File: src/rtl/key_pkg.sv
// Shared defaults and helpers for the key toggle bank.
package key_pkg;

  localparam int N_KEYS_DEF          = 2;
  localparam int DEBOUNCE_CYCLES_DEF = 16;

  // Counter width able to hold 0..cycles inclusive.
  function automatic int cnt_width(input int cycles);
    return $clog2(cycles + 1);
  endfunction

endpackage

File: src/rtl/key_debounce.sv
// One key channel: two-flop synchronizer followed by a stable-level debouncer.
// rise is a combinational strobe, high during the cycle whose closing edge
// loads stable 0->1, so the parent can register its reactions on that same edge.
import key_pkg::*;

module key_debounce #(
  parameter int DEBOUNCE_CYCLES = DEBOUNCE_CYCLES_DEF,
  parameter bit KEY_ACTIVE_LOW  = 1'b1
) (
  input  logic clk,
  input  logic rst_n,
  input  logic key,
  output logic stable,
  output logic rise
);

  localparam int            CW       = cnt_width(DEBOUNCE_CYCLES);
  localparam logic [CW-1:0] LAST_CNT = CW'(DEBOUNCE_CYCLES - 1);
  // Synchronizer idles at the released pin level so reset never looks like a press.
  localparam logic          IDLE_LVL = KEY_ACTIVE_LOW;

  logic          meta;
  logic          sync_raw;
  logic          sync_k;
  logic [CW-1:0] cnt;
  logic          accept;

  // Two-flop synchronizer on the raw pin.
  always_ff @(posedge clk or negedge rst_n) begin
    if (!rst_n) begin
      meta     <= IDLE_LVL;
      sync_raw <= IDLE_LVL;
    end else begin
      meta     <= key;
      sync_raw <= meta;
    end
  end

  assign sync_k = KEY_ACTIVE_LOW ? ~sync_raw : sync_raw;

  // The edge that would bring the count to DEBOUNCE_CYCLES is the accept edge.
  assign accept = (sync_k != stable) && (cnt == LAST_CNT);
  assign rise   = accept & sync_k;

  // Count consecutive disagreeing cycles; any agreement discards the partial count.
  always_ff @(posedge clk or negedge rst_n) begin
    if (!rst_n) begin
      cnt    <= '0;
      stable <= 1'b0;
    end else if (sync_k == stable) begin
      cnt <= '0;
    end else if (accept) begin
      stable <= sync_k;
      cnt    <= '0;
    end else begin
      cnt <= cnt + CW'(1);
    end
  end

endmodule

File: src/rtl/key_toggle_bank.sv
// Bank of debounced pushbuttons, each toggling its own mode bit per press.
import key_pkg::*;

module key_toggle_bank #(
  parameter int N_KEYS          = N_KEYS_DEF,
  parameter int DEBOUNCE_CYCLES = DEBOUNCE_CYCLES_DEF,
  parameter bit KEY_ACTIVE_LOW  = 1'b1
) (
  input  logic              clk,
  input  logic              rst_n,
  input  logic [N_KEYS-1:0] key,
  input  logic              clr,
  output logic [N_KEYS-1:0] mode,
  output logic [N_KEYS-1:0] pressed,
  output logic [N_KEYS-1:0] press_pulse
);

  logic [N_KEYS-1:0] rise;

  for (genvar g = 0; g < N_KEYS; g++) begin : g_chan
    key_debounce #(
      .DEBOUNCE_CYCLES (DEBOUNCE_CYCLES),
      .KEY_ACTIVE_LOW  (KEY_ACTIVE_LOW)
    ) u_debounce (
      .clk    (clk),
      .rst_n  (rst_n),
      .key    (key[g]),
      .stable (pressed[g]),
      .rise   (rise[g])
    );
  end

  // Pulse and toggle land on the same edge as the debounced level rising; clr wins over toggle.
  always_ff @(posedge clk or negedge rst_n) begin
    if (!rst_n) begin
      press_pulse <= '0;
      mode        <= '0;
    end else begin
      press_pulse <= rise;
      mode        <= clr ? '0 : (mode ^ rise);
    end
  end

endmodule

File: config.mk
export PLATFORM = sky130hd
export DESIGN_NAME = key_toggle_bank
export DESIGN_NICKNAME = d
export VERILOG_FILES = /design/src/rtl/key_pkg.sv /design/src/rtl/key_debounce.sv /design/src/rtl/key_toggle_bank.sv
export SDC_FILE = /design/constraint.sdc
export NUM_CORES = 1
export LEC_CHECK = 0
export CORE_MARGIN = 1
export CORE_UTILIZATION = 54
export CTS_BUF_LIST = sky130_fd_sc_hd__clkbuf_8
export DETAILED_ROUTE_END_ITERATION = 12
export PLACE_DENSITY_LB_ADDON = 0.1
export SYNTH_ARGS = -nofsm -noshare
export SYNTH_HDL_FRONTEND = slang
export SYNTH_SLANG_ARGS = --single-unit
export TNS_END_PERCENT = 100
File: constraint.sdc
create_clock -name clk -period 1.64 [get_ports clk]
set_clock_uncertainty 0.15 [all_clocks]
set_input_delay 0.246 -clock clk [delete_from_list [all_inputs] [get_ports clk]]
set_output_delay 0.246 -clock clk [all_outputs]
set_load 0.1 [all_outputs]
==> run_1/ff_map.png <==
The bar under the picture is 10 um long. Other sequential cells in the stronger grey, the rest of the logic in the fainter grey.
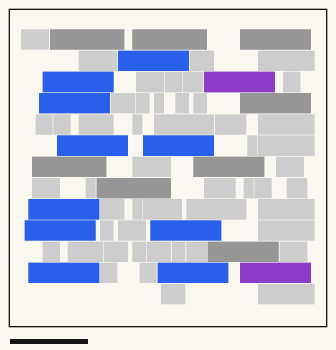
[blue] `g_chan.u_debounce.cnt` | flops: 10
[purple] `g_chan.u_debounce.stable` | flops: 2
Seq/total area: 49.9%
Seq group: 0.000528 W

==> run_1/class_map.png <==
The bar under the picture is 10 um long.
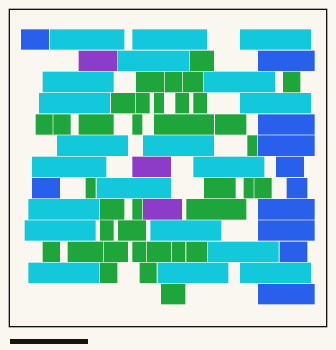
[blue] remaining buffers and delay cells | cells: 11 | share of their area: 17%
[cyan] registers | cells: 20 | share of their area: 51%
[green] remaining logic cells | cells: 36 | share of their area: 28%
[purple] clock-net drivers | cells: 3 | share of their area: 4.2%
final instance area: 1010 um^2
standard-cell row count: 13

==> run_1/gates.png <==
The bar under the picture is 10 um long.
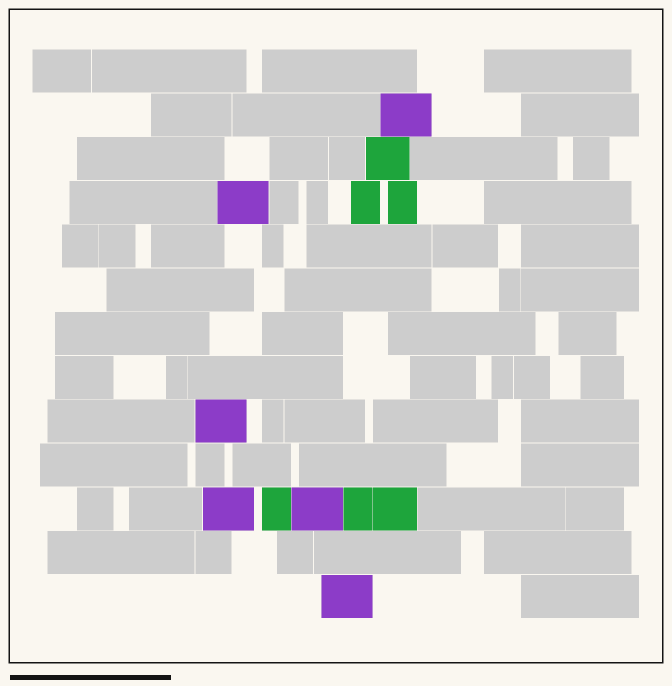
[green] aoi and oai cells | cells: 6 | most used: o21ai_0
[purple] xor and xnor cells | cells: 6 | most used: xor2_1
Post-Layout Cell Count: 85
most numerous logic cell after layout: sky130_fd_sc_hd__dfrtp_1
fraction of area in multi-input gates: 27.7%

==> Implementation_results.wiki, run 1 <==
=== Physical design figures ===
{| class="wikitable"
! Metric !! Value
|-
| Dominant cell area share || 50.0%
|-
| Horiz. Die Dim || roughly 40 um
|-
| Cell family with most CP delay || flip-flops
|-
| Max Freq || roughly 670 MHz
|-
| Required @ worst endpoint || 1620 ps
|-
| Yosys cell count || 58
|-
| Number of routed nets with antenna violations || 0
|-
| Number of different library cells in the post-synthesis netlist || 16
|-
| Mapped cell area || 801 um^2
|-
| Via count || 448
|-
| Post-route fraction of the period consumed by the critical path || around nine tenths
|-
| Syn nets || 65
|-
| Worst hold path class || in2async
|-
| CTS Buf Count || 3
|-
| Multi-input combinational cell area || 280 um^2
|-
| Floorplan-stage core utilization || around three fifths
|-
| DR pass1 iterations || 2
|-
| Overall power after layout || 0.000874 W
|-
| Post-cts resize count || 0
|-
| Crit Reg-Reg Startpoint || g_chan[1].u_debounce.cnt[0]
|-
| Depth of the most critical reg-to-reg path || 4
|-
| Clk ins delay skew pair || 250 ps
|-
| Sequential cell area in the final layout || ~510 um^2
|-
| Post-Place Cell Area || around 1000 um^2
|-
| Drt first-iter violations || 5
|-
| TritonCTS clock tree || done
|-
| Final estimated routing congestion in global placement || between 0.7 and 0.8
|-
| Highest net fanout along the worst path || 5
|-
| # Max-Cap Violations || 0
|-
| Critical path startpoint || g_chan[1].u_debounce.cnt[0]
|-
| Clk slew on worst S/H paths || 60 ps
|-
| List of cells traversed by the critical path || ha_1 > nand3_2 > nor4_4 > mux2_1
|-
| Number of vias per cell after detailed routing || 5.27
|-
| Category of the worst setup path launch point || flip-flop
|-
| FILL cells || between 80 and 90
|-
| Slew Limit Headroom || between 80% and 90%
|-
| Endpoints failing hold || 0
|-
| Yosys stat area || 801 um^2
|-
| Synthesized instance count || approximately 58
|-
| Worst voltage drop across the vdd grid || between 0.5 and 0.6 mV
|-
| Power density cells || ~860 nW/um^2
|-
| Top post-synthesis cells by area || sky130_fd_sc_hd__dfrtp_1 50%, sky130_fd_sc_hd__dfstp_2 13%, sky130_fd_sc_hd__nor4_4 5.3%, sky130_fd_sc_hd__xor2_1 4.4%, sky130_fd_sc_hd__and2_1 3.1%
|-
| Half-perimeter wire length after placement || 766 um
|-
| Flops out of synthesis || 20
|-
| Maximum number of pins on one net before global-route repair || 21
|-
| Buffers on Ports || 10
|-
| Buffer and inverter count on the worst path || 0
|-
| Ys Warns || 0
|-
| Logic depth of the worst path, buffers included || 4
|-
| Total congestion overflow after global routing || 0
|-
| DRT Wirelength || 1.07 mm
|-
| Class of the most critical setup path || reg2reg
|-
| Overall track demand over capacity in global routing || 17.4%
|-
| Floorplan die height || a little over 40 um
|-
| Setup repair after global routing missed its margin || false
|-
| Final Max Tran Viols || 0
|-
| Number of global-route vias before repair || ~410
|-
| Biggest area consumer among synthesized cells || sky130_fd_sc_hd__dfrtp_1
|-
| Post-synthesis to final-layout area growth || 26.6%
|-
| Clock Path Buffers || 2
|-
| Critical path data arrival time || around 1500 ps
|-
| Share of post-route cells with drive strength above 1 || 25.7%
|-
| Root buffer selected by CTS || sky130_fd_sc_hd__clkbuf_8
|-
| Critical path capture point || mode[1]
|-
| Endpoint of the lowest-slack register-to-register path || mode[1]
|-
| Core area || 1330 um^2
|-
| Highest cell delay on the worst timing path || 370 ps
|-
| Outcome || finished, final reports clean
|-
| Transition time of the tightest slew-check pin || 287 ps
|-
| Post-CTS setup buffer count || 0
|}
## run 1: synthesized netlist by cell type, drive strengths merged
cell    n
dfrtp  16
nor2    6
and2    4
dfstp   4
nand3   4
o21ai   4
xor2    4
and3    2
buf     2
ha      2
mux2    2
nor2b   2
nor4    2
o31ai   2
xnor2   2
## run 1: power breakdown
group          internal, W  leakage, nW  switching [W]
Combinational    0.0000235        0.181      0.0000238
Sequential        0.000515        0.261      0.0000130
Clock             0.000163       0.0216       0.000136
## run 1: kinds of logic (layout without fill, tap and decap cells)
| group | Yosys count | count (layout) | synth area share [%] |
|---|---|---|---|
| AND-OR/OR-AND | 6 | 6 | 4.37 |
| XOR/XNOR | 6 | 6 | 6.56 |
| adder cells (fa/ha/maj) | 2 | 2 | 3.12 |
| buffers and inverters | 2 | 14 | 1.87 |
| flip-flops | 20 | 20 | 63.1 |
| multiplexers | 2 | 2 | 2.81 |
| AND/OR/NAND/NOR | 20 | 20 | 18.1 |
## run 1: state kept, by name, summed over array words and instances, names as in the netlist
| register | count |
|---|---|
| g_chan.u_debounce.meta | 2 |
| g_chan.u_debounce.sync_raw | 2 |
| g_chan.u_debounce.cnt | 10 |
| press_pulse | 2 |
| g_chan.u_debounce.stable | 2 |
| mode | 2 |
## run 1: how the worst min path moves through the flow
stage	startpoint	end	slack, ps	cells past startpoint
final	rst_n	mode[0]	190	2
after global placement	g_chan[1].u_debounce.meta	g_chan[1].u_debounce.sync_raw	200	0
after global routing	g_chan[0].u_debounce.meta	g_chan[0].u_debounce.sync_raw	210	0
after floorplan	rst_n	g_chan[0].u_debounce.cnt[0]	-200	0
after detailed placement	g_chan[1].u_debounce.meta	g_chan[1].u_debounce.sync_raw	200	0
after CTS	rst_n	g_chan[0].u_debounce.stable	200	2
## run 1: per-layer routing
| layer | share of wire (%) | track usage (%) | up-vias |
|---|---|---|---|
| met4 | 4.1 | 15.0 | 0 |
| met3 | 3.8 | 5.00 | 6 |
| li1 | - | - | 219 |
| met2 | 41 | 21.4 | 14 |
| met5 | 0 | 0 | - |
| met1 | 52 | 24.4 | 209 |
## run 1: placed cells by master (no fill, tap or decap), types with 3 or more instances in the layout
master and n:
sky130_fd_sc_hd__and2_1 4, sky130_fd_sc_hd__buf_12 6, sky130_fd_sc_hd__clkbuf_8 3, sky130_fd_sc_hd__clkdlybuf4s50_1 4, sky130_fd_sc_hd__dfrtp_1 16, sky130_fd_sc_hd__dfstp_2 4, sky130_fd_sc_hd__nor2_1 6, sky130_fd_sc_hd__o21ai_0 4
sky130_fd_sc_hd__xor2_1 4
## run 1: per-stage QoR
stage / util, % / setup slack, ps / std cells
floorplan: - / 88.6 / 58
global placement: 72.9 / 154 / 82
detailed placement: 72.9 / 130 / 82
CTS: 76.0 / 128 / 85
global route: 76.0 / 13.2 / 85
finish: 76.0 / 138 / 85
## run 1: area by class of cell
class                      instances  area share, %
timing repair buffer              11           16.5
sequential                        20           49.9
tap                               15           1.85
multi-input combinational         36           27.7
clock buffer                       3           4.07
==> run 1 -> run 2 <==
CAP_MARGIN = 0   (was not set)
CTS_CLUSTER_DIAMETER = 60   (was not set)
SLEW_MARGIN = 10   (was not set)
==> run_2/ff_map.png <==
The bar under the picture is 10 um long. Other sequential cells in the stronger grey, the rest of the logic in the fainter grey.
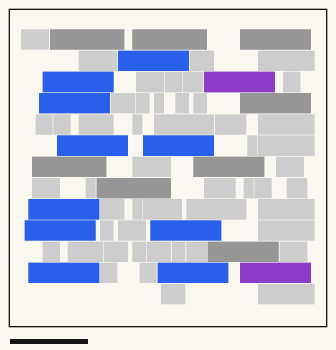
[blue] `g_chan.u_debounce.cnt` | flops: 10
[purple] `g_chan.u_debounce.stable` | flops: 2
sequential cell area in the final layout: 505 um^2
Layout Utilization: 76.0%

==> run_2/class_map.png <==
The bar under the picture is 10 um long.
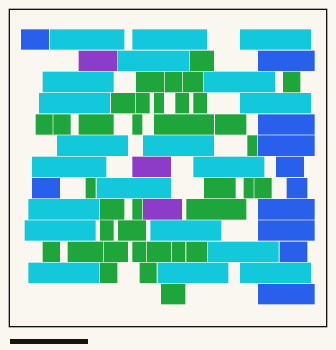
[green] remaining logic cells | cells: 36 | share of their area: 28%
[cyan] registers | cells: 20 | share of their area: 51%
[purple] clock-net drivers | cells: 3 | share of their area: 4.2%
[blue] remaining buffers and delay cells | cells: 11 | share of their area: 17%
core area: 1330 um^2

==> Implementation_results.wiki, run 2 <==
=== Physical design figures ===
{| class="wikitable"
! Metric !! Value
|-
| Predominant post-synthesis flop cell || sky130_fd_sc_hd__dfrtp_1 (unchanged)
|-
| Synthesized instance count || 58 (unchanged)
|-
| Number of global-route vias before repair || 413 (unchanged)
|-
| Half-perimeter wire length after placement || 766 um (unchanged)
|-
| Slew Limit Headroom || 80.7% (unchanged)
|-
| Number of vias per cell after detailed routing || 5.27 (unchanged)
|-
| Highest cell delay on the worst timing path || 370 ps (about the same)
|-
| Final instance area || 1010 um^2 (unchanged)
|-
| Number of routed nets with antenna violations || 0 (unchanged)
|-
| Post-synth EDFFs || 0 (unchanged)
|-
| Standard-cell row count || 13 (unchanged)
|-
| Buffer and inverter count on the worst path || 0 (unchanged)
|-
| Clock Path Buffers || 2 (unchanged)
|-
| Ys Warns || 0 (unchanged)
|-
| Share of power burned in combinational logic || 5.4% (about the same)
|-
| TritonCTS clock tree || done (unchanged)
|-
| Endpoint of the lowest-slack register-to-register path || mode[1] (unchanged)
|-
| Mux share of post-synthesis cell area || 2.81% (unchanged)
|-
| Biggest area consumer among synthesized cells || sky130_fd_sc_hd__dfrtp_1 (unchanged)
|-
| Floorplan die height || 40.5 um (unchanged)
|-
| Post-synthesis to final-layout area growth || 26.6% (unchanged)
|-
| Switching power total || 0.000173 W (unchanged)
|-
| Required @ worst endpoint || 1620 ps (about the same)
|-
| Post-route fraction of the period consumed by the critical path || 91.6% (unchanged)
|-
| Root buffer selected by CTS || sky130_fd_sc_hd__clkbuf_8 (unchanged)
|-
| List of cells traversed by the critical path || ha_1 > nand3_2 > nor4_4 > mux2_1 (unchanged)
|-
| DR pass1 iterations || 2 (unchanged)
|-
| # Max-Cap Violations || 0 (unchanged)
|-
| Max Freq || 666 MHz (unchanged)
|-
| Dominant non-sequential cell family after synthesis || simple AND/OR/NAND/NOR gates (unchanged)
|-
| FA/HA/MAJ Cells, Area Fraction || 3.13% (unchanged)
|-
| Overall track demand over capacity in global routing || 17.4% (unchanged)
|-
| Endpoints failing hold || 0 (unchanged)
|-
| Dominant cell area share || 50.0% (unchanged)
|-
| Critical path capture point || mode[1] (unchanged)
|-
| Depth of the most critical reg-to-reg path || 4 (unchanged)
|-
| Logic depth of the worst path, buffers included || 4 (unchanged)
|-
| Power density cells || 862 nW/um^2 (unchanged)
|-
| DRT Wirelength || 1.07 mm (unchanged)
|-
| Buffers on Ports || 10 (unchanged)
|-
| Top post-synthesis cells by area || sky130_fd_sc_hd__dfrtp_1 50%, sky130_fd_sc_hd__dfstp_2 13%, sky130_fd_sc_hd__nor4_4 5.3%, sky130_fd_sc_hd__xor2_1 4.4%, sky130_fd_sc_hd__and2_1 3.1% (unchanged)
|-
| Final Max Tran Viols || 0 (unchanged)
|-
| Parity-gate share of the synthesized area counting xor and xnor cells || 6.56% (unchanged)
|-
| Critical path data arrival time || 1480 ps (about the same)
|-
| Post-cts resize count || 0 (unchanged)
|-
| Floorplan-stage core utilization || 60.0% (unchanged)
|-
| Clock share of power || 34.2% (about the same)
|-
| Setup repair after global routing missed its margin || false (unchanged)
|-
| Category of the worst setup path launch point || flip-flop (unchanged)
|-
| Yosys stat area || 801 um^2 (unchanged)
|-
| Max FFs per register || 10 (unchanged)
|-
| WL per Instance || 12.5 um (unchanged)
|-
| Via count || 448 (unchanged)
|-
| Drt first-iter violations || 5 (unchanged)
|-
| Area share of and/or/nand/nor cells after synthesis || 18.1% (unchanged)
|-
| Yosys cell count || 58 (unchanged)
|-
| Flops out of synthesis || 20 (unchanged)
|-
| Mapped cell area || 801 um^2 (unchanged)
|-
| Total congestion overflow after global routing || 0 (unchanged)
|-
| Post-Layout Cell Count || 85 (unchanged)
|-
| Horiz. Die Dim || 40.5 um (unchanged)
|-
| Crit Reg-Reg Startpoint || g_chan[1].u_debounce.cnt[0] (unchanged)
|-
| Cell family with most CP delay || flip-flops (unchanged)
|-
| Internal portion of total power || 0.000701 W (unchanged)
|-
| Worst hold path class || in2async (unchanged)
|-
| Share of post-route cells with drive strength above 1 || 25.7% (unchanged)
|-
| Sequential group share of total power || 60.4% (about the same)
|-
| Post-Place Cell Area || 972 um^2 (unchanged)
|-
| Post-CTS setup buffer count || 0 (unchanged)
|-
| Top Layout Cells || 16 x sky130_fd_sc_hd__dfrtp_1, 6 x sky130_fd_sc_hd__nor2_1, 6 x sky130_fd_sc_hd__buf_12 (unchanged)
|-
| Clk ins delay skew pair || 250 ps (about the same)
|-
| Worst voltage drop across the vdd grid || 0.583 mV (unchanged)
|-
| Outcome || finished, final reports clean (unchanged)
|-
| Switching part of the total || 19.8% (unchanged)
|-
| Most frequent cell after synthesis || sky130_fd_sc_hd__dfrtp_1 (unchanged)
|-
| Transition time of the tightest slew-check pin || 287 ps (unchanged)
|-
| Post-synth ARST share || 100% (unchanged)
|-
| Most numerous logic cell after layout || sky130_fd_sc_hd__dfrtp_1 (unchanged)
|-
| CTS Buf Count || 3 (unchanged)
|-
| Most frequent cells after synthesis || 16 x sky130_fd_sc_hd__dfrtp_1, 6 x sky130_fd_sc_hd__nor2_1 (unchanged)
|-
| Class of the most critical setup path || reg2reg (unchanged)
|}
run 2: worst min-delay path by stage:
stage	start	endpoint
after global placement	g_chan[1].u_debounce.meta	g_chan[1].u_debounce.sync_raw
after detailed placement	g_chan[1].u_debounce.meta	g_chan[1].u_debounce.sync_raw
after floorplan	rst_n	g_chan[0].u_debounce.cnt[0]
after CTS	rst_n	g_chan[0].u_debounce.stable
after global routing	g_chan[0].u_debounce.meta	g_chan[0].u_debounce.sync_raw
final	rst_n	mode[0]
run 2: cell type report:
| cell class | count | area (um^2) |
|---|---|---|
| Sequential cell | 20 | 505 |
| Fill cell | 88 | 320 |
| Multi-Input combinational cell | 36 | 280 |
| Timing Repair Buffer | 11 | 168 |
| Clock buffer | 3 | 41.3 |
| Tap cell | 15 | 18.8 |
run 2: through the flow:
stage	total power (W)	hold slack [ps]	setup slack, ps
CTS	0.000886	197	128
detailed placement	0.000584	197	130
finish	0.000874	190	138
global placement	0.000584	196	154
floorplan	0.000556	-200	88.6
global route	0.000914	211	13.2
run 2: power groups by stage:
stage / Clock (W) / Sequential [W] / Combinational, W
after floorplan: 0 / 0.000535 / 0.0000218
after global placement: 0 / 0.000536 / 0.0000477
after detailed placement: 0 / 0.000537 / 0.0000472
after CTS: 0.000310 / 0.000528 / 0.0000483
after global routing: 0.000329 / 0.000530 / 0.0000558
final: 0.000299 / 0.000528 / 0.0000473
run 2: kinds of logic after synthesis:
kind of cell | count (synthesis)
AND/OR/NAND/NOR | 20
flip-flops | 20
AND-OR/OR-AND | 6
XOR/XNOR | 6
buffers and inverters | 2
multiplexers | 2
adder cells (fa/ha/maj) | 2
run 2: metal layers:
layer / wire [um] / vias up / GRT usage, %
met5: 0 / - / 0
met4: 44 / 0 / 15.0
met3: 40 / 6 / 5.00
met2: 432 / 14 / 21.4
met1: 549 / 209 / 24.4
li1: - / 219 / -
Power figures rest on the tool's default switching activity, not on a simulated workload.
